### src/rtl/AluCtrlSig_pkg.sv
// Shared ALU/branch control definitions: branch opcodes and the
// two-bit branch-history state encoding.
package AluCtrlSig_pkg;

    localparam logic [5:0] BEQ_op = 6'b000100;
    localparam logic [5:0] BNE_op = 6'b000101;

    typedef enum logic [1:0] {
        SNT = 2'd0,
        WNT = 2'd1,
        WT  = 2'd2,
        ST  = 2'd3
    } bp_state_t;

    function automatic logic is_branch_op(input logic [5:0] op);
        return (op == BEQ_op) || (op == BNE_op);
    endfunction

endpackage

### src/rtl/bht_counter.sv
// One branch-history entry: a two-bit saturating taken/not-taken counter.
//
// state | meaning
// SNT   | strongly not taken
// WNT   | weakly not taken (reset state)
// WT    | weakly taken
// ST    | strongly taken
module bht_counter
    import AluCtrlSig_pkg::*;
(
    input  logic      clk,
    input  logic      reset,
    input  logic      upd_en,
    input  logic      upd_taken,
    output bp_state_t state
);

    bp_state_t state_q, state_d;

    always_ff @(posedge clk or posedge reset) begin
        if (reset) state_q <= WNT;
        else       state_q <= state_d;
    end

    always_comb begin
        state_d = state_q;
        if (upd_en) begin
            unique case (state_q)
                SNT: state_d = upd_taken ? WNT : SNT;
                WNT: state_d = upd_taken ? WT  : SNT;
                WT:  state_d = upd_taken ? ST  : WNT;
                ST:  state_d = upd_taken ? ST  : WT;
                default: state_d = WNT;
            endcase
        end
    end

    assign state = state_q;

endmodule

### src/rtl/branch_pred_ctrl.sv
// Fetch-stage bimodal branch predictor with stage-2 resolution,
// flush/redirect generation and resolved/mispredicted statistics.
module branch_pred_ctrl
    import AluCtrlSig_pkg::*;
#(
    parameter int BHT_ENTRIES = 16
) (
    input  logic        clk,
    input  logic        reset,
    input  logic [31:0] pc_s1,
    input  logic [31:0] inst_s1,
    input  logic        stall,
    input  logic        resolve_s2,
    input  logic        taken_s2,
    input  logic [31:0] target_s2,
    input  logic [31:0] pc4_s2,
    output logic        pred_taken_s1,
    output logic [31:0] pred_target_s1,
    output logic        flush,
    output logic [31:0] redirect_pc,
    output logic [31:0] branch_cnt,
    output logic [31:0] mispred_cnt
);

    localparam int IW = $clog2(BHT_ENTRIES);

    bp_state_t        entry_state [BHT_ENTRIES];
    logic [IW-1:0]    rd_idx;
    logic             is_branch;
    logic             pred_taken;
    logic [31:0]      imm_off;
    logic             counted;
    logic             flush_int;

    logic             rec_valid_q, rec_valid_d;
    logic             rec_pred_q,  rec_pred_d;
    logic [IW-1:0]    rec_idx_q,   rec_idx_d;
    logic [31:0]      branch_cnt_q,  branch_cnt_d;
    logic [31:0]      mispred_cnt_q, mispred_cnt_d;

    logic             unused_inst_bits;
    assign unused_inst_bits = ^inst_s1[25:16];

    assign rd_idx    = pc_s1[IW+1:2];
    assign is_branch = is_branch_op(inst_s1[31:26]);
    assign imm_off   = {{14{inst_s1[15]}}, inst_s1[15:0], 2'b00};

    // The table read is the registered entry state, so a same-cycle update
    // to this index is not visible until the next cycle.
    assign pred_taken = is_branch &&
                        ((entry_state[rd_idx] == WT) || (entry_state[rd_idx] == ST));

    assign counted   = resolve_s2 && rec_valid_q && !stall;
    assign flush_int = counted && (taken_s2 != rec_pred_q);

    for (genvar i = 0; i < BHT_ENTRIES; i++) begin : g_bht
        bht_counter u_bht_counter (
            .clk       (clk),
            .reset     (reset),
            .upd_en    (counted && (rec_idx_q == IW'(i))),
            .upd_taken (taken_s2),
            .state     (entry_state[i])
        );
    end

    always_ff @(posedge clk or posedge reset) begin
        if (reset) begin
            rec_valid_q   <= 1'b0;
            rec_pred_q    <= 1'b0;
            rec_idx_q     <= '0;
            branch_cnt_q  <= '0;
            mispred_cnt_q <= '0;
        end else begin
            rec_valid_q   <= rec_valid_d;
            rec_pred_q    <= rec_pred_d;
            rec_idx_q     <= rec_idx_d;
            branch_cnt_q  <= branch_cnt_d;
            mispred_cnt_q <= mispred_cnt_d;
        end
    end

    always_comb begin
        rec_valid_d   = rec_valid_q;
        rec_pred_d    = rec_pred_q;
        rec_idx_d     = rec_idx_q;
        branch_cnt_d  = branch_cnt_q;
        mispred_cnt_d = mispred_cnt_q;
        if (!stall) begin
            // A flush kills the fetch-stage instruction, so it never resolves.
            rec_valid_d = is_branch && !flush_int;
            rec_pred_d  = pred_taken;
            rec_idx_d   = rd_idx;
            if (counted)   branch_cnt_d  = branch_cnt_q + 32'd1;
            if (flush_int) mispred_cnt_d = mispred_cnt_q + 32'd1;
        end
    end

    assign pred_taken_s1  = pred_taken && !reset;
    assign pred_target_s1 = pc_s1 + 32'd4 + imm_off;
    assign flush          = flush_int && !reset;
    assign redirect_pc    = flush ? (taken_s2 ? target_s2 : pc4_s2) : 32'd0;
    assign branch_cnt     = branch_cnt_q;
    assign mispred_cnt    = mispred_cnt_q;

endmodule
### config.mk
export PLATFORM = sky130hd
export DESIGN_NAME = branch_pred_ctrl
export DESIGN_NICKNAME = d
export VERILOG_FILES = /design/src/rtl/AluCtrlSig_pkg.sv /design/src/rtl/bht_counter.sv /design/src/rtl/branch_pred_ctrl.sv
export SDC_FILE = /design/constraint.sdc
export NUM_CORES = 1
export LEC_CHECK = 0
export CAP_MARGIN = 20
export CORE_AREA = 2 2 128 130
export DETAILED_ROUTE_END_ITERATION = 10
export DIE_AREA = 0 0 130 132
export PLACE_DENSITY = 0.89
export SLEW_MARGIN = 15
export SYNTH_ARGS = -nofsm -noshare
export SYNTH_HDL_FRONTEND = slang
export SYNTH_HIERARCHICAL = 1
export SYNTH_SLANG_ARGS = --single-unit
### constraint.sdc
create_clock -name clk -period 4.19 [get_ports clk]
set_input_delay 0.6285 -clock clk [delete_from_list [all_inputs] [get_ports clk]]
set_output_delay 0.6285 -clock clk [all_outputs]
set_load 0.05 [all_outputs]
==> results.py <==
# Metrics from the implementation run
metrics = {
    "status": {
        "status": "finished clean",
    },
    "place": {
        "post-place-ws_ns": -0.231,
        "dpl-instance-area_um2": 10800,
    },
    "timing": {
        "min_period_ns": 4.08,
        "fmax_ghz": 0.245,
    },
    "routing": {
        "wl_met1_mm": 8.36,
    },
    "floorplanning": {
        "fp_util": 0.455,
    },
    "yosys": {
        "synth_top_cell_by_count": "nor2_1",
        "edf_count": 0,
        "syn_inst": 795,
        "yosys.area.top_type_share": 0.301,
        "ys_area_um2": 7150,
    },
    "critical_path": {
        "crit_fanout": 2,
        "cp-endpoint": "pred_target_s1[23]",
    },
    "cells_and_area": {
        "comb_area_um2": 4300,
        "sh_comb_area": 0.386,
        "seq_area_um2": 2570,
        "final_area_um2": 11200,
        "stdcell_count": 1315,
    },
    "global_routing": {
        "antenna_found_initial": 3,
        "grt-ovfl-total": 0,
    },
    "pwr": {
        "power_combinational_w": 0.00140,
        "leakagePower_nw": 4.97,
    },
}
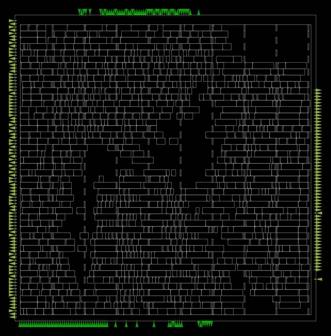
*Cell outlines without signal wires*
Tapcell Cnt: 216
Fillers: 1152
row cnt: 46
flop count: 102

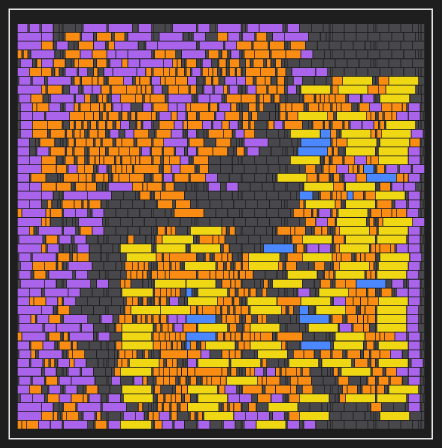
*Cell classes on the final placement*
Fill, decap, tap and diode cells in grey.
colour	class	cells
orange	combinational and other logic	672
yellow	flops	102
purple	other buffers and delay cells	306
blue	clock drivers and dummy loads	16

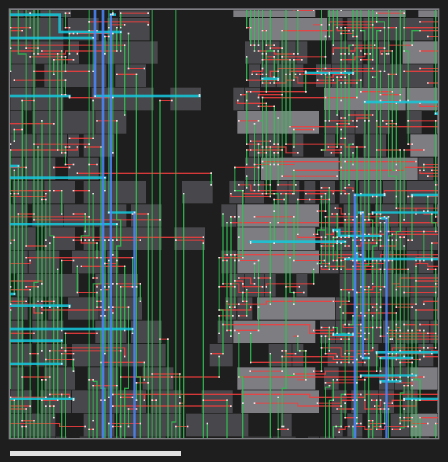
*A small window of the routed layout*
Bar = 20 um. Region (8, 8) to (58, 58) um. Cells in grey, sequential cells in the stronger grey; small squares are vias.
colour	layer
green	metal 2
blue	metal 4
red	metal 1
cyan	metal 3
sequential cells in the window	12
most frequent	clkdlybuf4s50_1 (28), a21oi_1 (20)
cells with their middle in the window	184
netlist names of flops here include	g_bht.u_bht_counter/state (12)

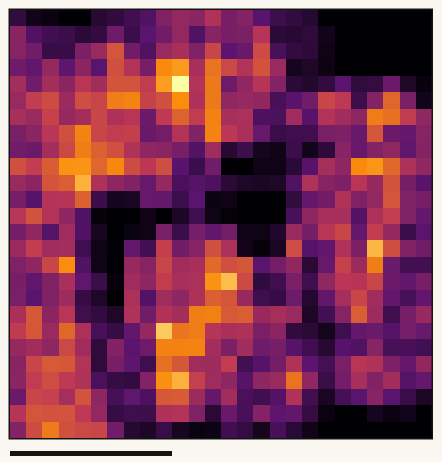
*Wire density map*
Bar = 50 um. 26 x 26 tiles, from black (low) to pale yellow (high), scaled to the fullest tile. Values are wire area over tile area, all layers added.
emptiest ninth of the die	north-east
tiles over half the peak	20%
fullest tile	0.65

No activity file was given, so power comes from the tool's default toggle rates.
